--- src/rtl/nap_countdown.sv ---
// nap_countdown: MM:SS BCD countdown (load/start/pause/stop) with per-second tick, timed alarm and done pulse
module nap_countdown #(
  parameter int TICK_DIV     = 50000000,
  parameter int ALARM_CYCLES = 150000000
) (
  input  logic       clock,
  input  logic       reset,
  input  logic       load,
  input  logic [3:0] set_mt,
  input  logic [3:0] set_mo,
  input  logic       start,
  input  logic       pause,
  input  logic       stop,
  output logic [3:0] min_t,
  output logic [3:0] min_o,
  output logic [3:0] sec_t,
  output logic [3:0] sec_o,
  output logic       running,
  output logic       paused,
  output logic       alarm,
  output logic       done
);
  localparam int TW = $clog2(TICK_DIV);
  localparam int AW = (ALARM_CYCLES > 1) ? $clog2(ALARM_CYCLES) : 1;
  typedef enum logic [1:0] {IDLE, RUN, PAUSE, ALARM} state_t;
  state_t state, state_n;
  logic [TW-1:0] tcnt, tcnt_n;
  logic [AW-1:0] acnt, acnt_n;
  logic [15:0] dig_n;
  logic tick, last, nz, a_end, dec_en, load_en, bo, bt, bm;
  function automatic logic [3:0] nd(input logic [3:0] d, input logic [3:0] mx);
    return (d == 4'd0) ? mx : d - 4'd1;
  endfunction
  assign tick    = tcnt == TW'(TICK_DIV - 1);
  assign a_end   = acnt == AW'(ALARM_CYCLES - 1);
  assign nz      = |{min_t, min_o, sec_t, sec_o};
  assign last    = {min_t, min_o, sec_t, sec_o} == 16'h0001;
  assign dec_en  = state == RUN && !stop && !pause && tick;
  assign load_en = state == IDLE && !stop && load;
  assign bo      = sec_o == 4'd0;
  assign bt      = bo && sec_t == 4'd0;
  assign bm      = bt && min_o == 4'd0;
  always_ff @(posedge clock)
    state <= reset ? IDLE : state_n;
  always_comb begin
    state_n = stop ? IDLE
      : state == IDLE  ? ((!load && start && nz) ? RUN : IDLE)
      : state == RUN   ? (pause ? PAUSE : (tick && last) ? ALARM : RUN)
      : state == PAUSE ? (start ? RUN : PAUSE)
      : (a_end ? IDLE : ALARM);
  end
  always_comb begin
    running = state == RUN;
    paused  = state == PAUSE;
    alarm   = state == ALARM;
  end
  always_comb begin
    tcnt_n = (stop || state == IDLE) ? '0
      : (state == RUN && !pause) ? (tick ? '0 : tcnt + TW'(1))
      : tcnt;
    acnt_n = (state == ALARM && !a_end) ? acnt + AW'(1) : '0;
    dig_n  = load_en ? {(set_mt > 4'd5) ? 4'd5 : set_mt, (set_mo > 4'd9) ? 4'd9 : set_mo, 8'h00}
      : dec_en ? {bm ? nd(min_t, 4'd5) : min_t, bt ? nd(min_o, 4'd9) : min_o,
                  bo ? nd(sec_t, 4'd5) : sec_t, nd(sec_o, 4'd9)}
      : {min_t, min_o, sec_t, sec_o};
  end
  always_ff @(posedge clock) begin
    if (reset) begin
      tcnt <= '0;
      acnt <= '0;
      {min_t, min_o, sec_t, sec_o} <= '0;
      done <= 1'b0;
    end else begin
      tcnt <= tcnt_n;
      acnt <= acnt_n;
      {min_t, min_o, sec_t, sec_o} <= dig_n;
      done <= state_n == ALARM && state != ALARM;
    end
  end
endmodule

--- config.mk ---
export PLATFORM = sky130hd
export DESIGN_NAME = nap_countdown
export DESIGN_NICKNAME = d
export VERILOG_FILES = /design/src/rtl/nap_countdown.sv
export SDC_FILE = /design/constraint.sdc
export NUM_CORES = 1
export LEC_CHECK = 0
export ABC_CLOCK_PERIOD_IN_PS = 5500
export CELL_PAD_IN_SITES_DETAIL_PLACEMENT = 0
export CELL_PAD_IN_SITES_GLOBAL_PLACEMENT = 1
export CORE_MARGIN = 8
export CORE_UTILIZATION = 46
export CTS_CLUSTER_SIZE = 8
export DETAILED_ROUTE_END_ITERATION = 10
export PLACE_DENSITY_LB_ADDON = 0.1
export REMOVE_ABC_BUFFERS = 1
export SYNTH_ARGS = -nofsm -noshare
export SYNTH_HDL_FRONTEND = slang
export SYNTH_SLANG_ARGS = --single-unit
--- constraint.sdc ---
create_clock -name clock -period 5.5 [get_ports clock]
set_input_delay 0.55 -clock clock [delete_from_list [all_inputs] [get_ports clock]]
set_output_delay 0.55 -clock clock [all_outputs]
set_load 0.02 [all_outputs]
### Cells by drive strength

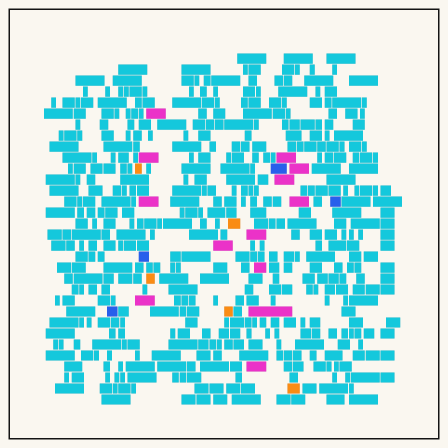
color	size	cells	share
magenta	drive 6 and up	13	2.7%
orange	drive 2	5	1.0%
cyan	drive 1 or less	456	95%
blue	drive 3 to 4	4	0.84%

==> flow_summary_export.csv <==
group,metric,value,unit
placement,dp_slack,2238,ps
drt,drt_iter0_drc,162,
global_routing,use_met1,0.2127,
worst_setup_path,required,5740,ps
sta,rsz0062_at_grt,"no",
global_routing,grt_max_degree,26,
final_layout,fin_nets,493,
clocking,cts_tree,"done",
sta,worst_slack,2441,ps
power,total_power,0.001035,W
power,irDropWorstVdd,119.6,uV
placement,placed_cell_area,4099,sq um
yosys,synthFlopType,"dfxtp_1",
final_layout,fillers,755,
worst_hold_path,hp-class,"reg2reg",
drt,dr.max_layer_used,"met4",
final_layout,diodes,0,
final_layout,drive_above_1_share,0.04603,
yosys,synth_stat.cells,449,
clocking,clk_latency,340,ps
sta,report.final.slew_viol_count,0,
drt,drc,0,
clocking,post_cts_buffers,0,
yosys,xor_area_frac,0.1203,
drt,final_antenna_net_count,0,
sta,fin_crit_sh,0.5563,
sta,min_period,3059,ps
global_routing,grt_first_pass_wirelength,15140,um
drt,met3RoutedLength,456,um
yosys,synth-edff-count,0,
yosys,logic_family,"simple AND/OR/NAND/NOR gates",
global_routing,first_global_vias,3141,
clocking,cts_max_path_buffers,2,
sta,finalClockSkew,8.142,ps
final_layout,postLayoutCellArea,4309,sq um
floorplan,die_area,11200,sq um
global_routing,met3_usage,0.03167,
worst_setup_path,critPathLaunchType,"flip-flop",
power,p_per_area,240.2,nW/um^2
global_routing,global_route.peak_usage_layer,"met2",
final_layout,final_cell_mix,"nor2_1 (74), dfxtp_1 (73), clkdlybuf4s50_1 (33), nand2_1 (31), xor2_1 (31)",
drt,wl_met1,4297,um
yosys,ys_ff,73,
yosys,adder_share,0.01685,
drt,vias,3288,
yosys,netlist_area,3714,sq um
global_routing,grt-ovfl-total,0,
status,status,"finished clean",
yosys,ys_sh_simple,0.3433,
final_layout,final_cells,580,
run,cap_violations,0,
clocking,cts_max_level,3,
clocking,hold_buffers,0,
worst_setup_path,cpMaxStageDelayCell,"nor4_1",
sta,finalSetupViolCount,0,
yosys,synth_top_area_share,0.3935,
floorplan,die_w,105.9,um
clocking,clock_sinks,73,
floorplan,die_h,105.9,um
drt,dr_wl_met2,3884,um
clocking,clk_root_buffer_cell,"clkbuf_8",
worst_setup_path,path_class,"reg2reg",
worst_setup_path,crit_path_max_fanout,6,
sta,clock.fmax,0.3269,GHz
yosys,yosysChipArea,3714,sq um
drt,wl_per_cell,15.18,um
final_layout,area_delta_synth_final,16.04,%
global_routing,grt_usage,0.1615,
clocking,clkTransAtPathRegs,80,ps
sta,maxSlewHeadroom,0.2069,
worst_setup_path,endpoint_kind,"flip-flop",
yosys,synthArstFlopShare,0,
global_routing,antenna_found_initial,0,
placement,post-place-cells,564,
yosys,top_cells_by_area,"dfxtp_1 (39%), nor2_1 (7.5%), xor2_1 (7.3%), xnor2_1 (4.7%), nand3_1 (3.6%)",
yosys,syn_inst,449,
yosys,top_area_cell,"dfxtp_1",
worst_setup_path,critPathArrivalTime,3300,ps
yosys,synth.avg_cell_area,8.271,sq um
clocking,cts_buffers,9,
sta,finalHoldViolations,0,
power,power.leakage,1.414,nW
run,warnings,26,
yosys,seq_area_frac_synth,0.3935,
worst_setup_path,slowest_delay,1000,ps
floorplan,ioPinCount,34,
yosys,ys_types,49,
placement,hpwl,6247,um
### Cell area per tile

The die is cut into 11 by 11 equal tiles; white is low, dark blue is high, 0 to 100% covered.
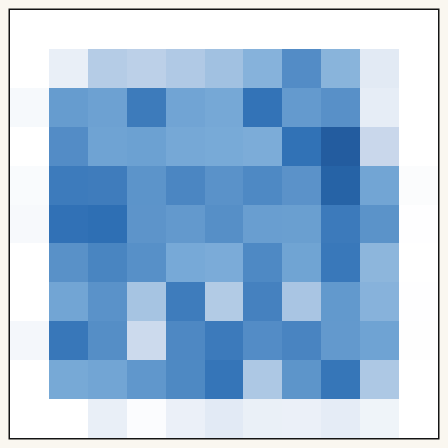
nearly empty tiles	24%
tiles over 75% full	1.7%
fullest tile	82%
densest ninth of the die	center
mean over tiles	37%
Initial Util: 0.4781
Util after Layout: 0.5548

==> power by group <==
part	leakage, nW	switching [W]	internal (W)	total (W)
registers	0.589	0.00000532	0.000532	0.000537
logic	0.723	0.0000339	0.0000296	0.0000636
clock network	0.102	0.000202	0.000233	0.000435
==> cells in the mapped netlist (3+ instances only) <==
library cell / count
nor2_1: 74
dfxtp_1: 73
nand2_1: 31
xor2_1: 31
nand3_1: 27
clkbuf_1: 20
xnor2_1: 20
nor3_1: 15
and3_1: 14
nand4_1: 13
inv_1: 12
nor4_1: 11
a21oi_1: 10
nand4b_1: 7
o21ai_0: 7
or4_1: 7
and4_1: 6
ha_1: 5
a221oi_1: 4
a31oi_1: 4
nand2b_1: 4
nor3b_1: 4
nor4b_1: 4
a311oi_1: 3
and2_1: 3
nand3b_1: 3
o21a_1: 3
o41ai_1: 3
or3_1: 3
or4b_1: 3
==> layout make-up <==
| class | count | area (sq um) | share of cell area |
|---|---|---|---|
| clock buffers | 11 | 151.4 | 0.03513 |
| well taps | 102 | 127.6 | 0.02962 |
| clock inverters | 4 | 51.30 | 0.01190 |
| repair buffers | 35 | 345.3 | 0.08014 |
| flip-flops and latches | 73 | 1461 | 0.3391 |
| inverters | 12 | 45.04 | 0.01045 |
| multi-input cells | 343 | 2127 | 0.4936 |
==> state kept, by name, indices dropped and copies added, names as in the netlist <==
signal / count
min_o: 4
sec_t: 4
min_t: 4
acnt: 28
done: 1
sec_o: 4
tcnt: 26
state: 2
==> path summary, 6_finish.rpt <==
kind | start | end | slack (ps) | cells after the start
worst max-delay path | tcnt[0] | min_o[1] | 2440 | 6
worst min-delay path | acnt[0] | acnt[0] | 460 | 1
worst max register to register | tcnt[0] | min_o[1] | 2440 | 6
worst min register to register | acnt[0] | acnt[0] | 460 | 1
Power and IR drop assume default switching activity.
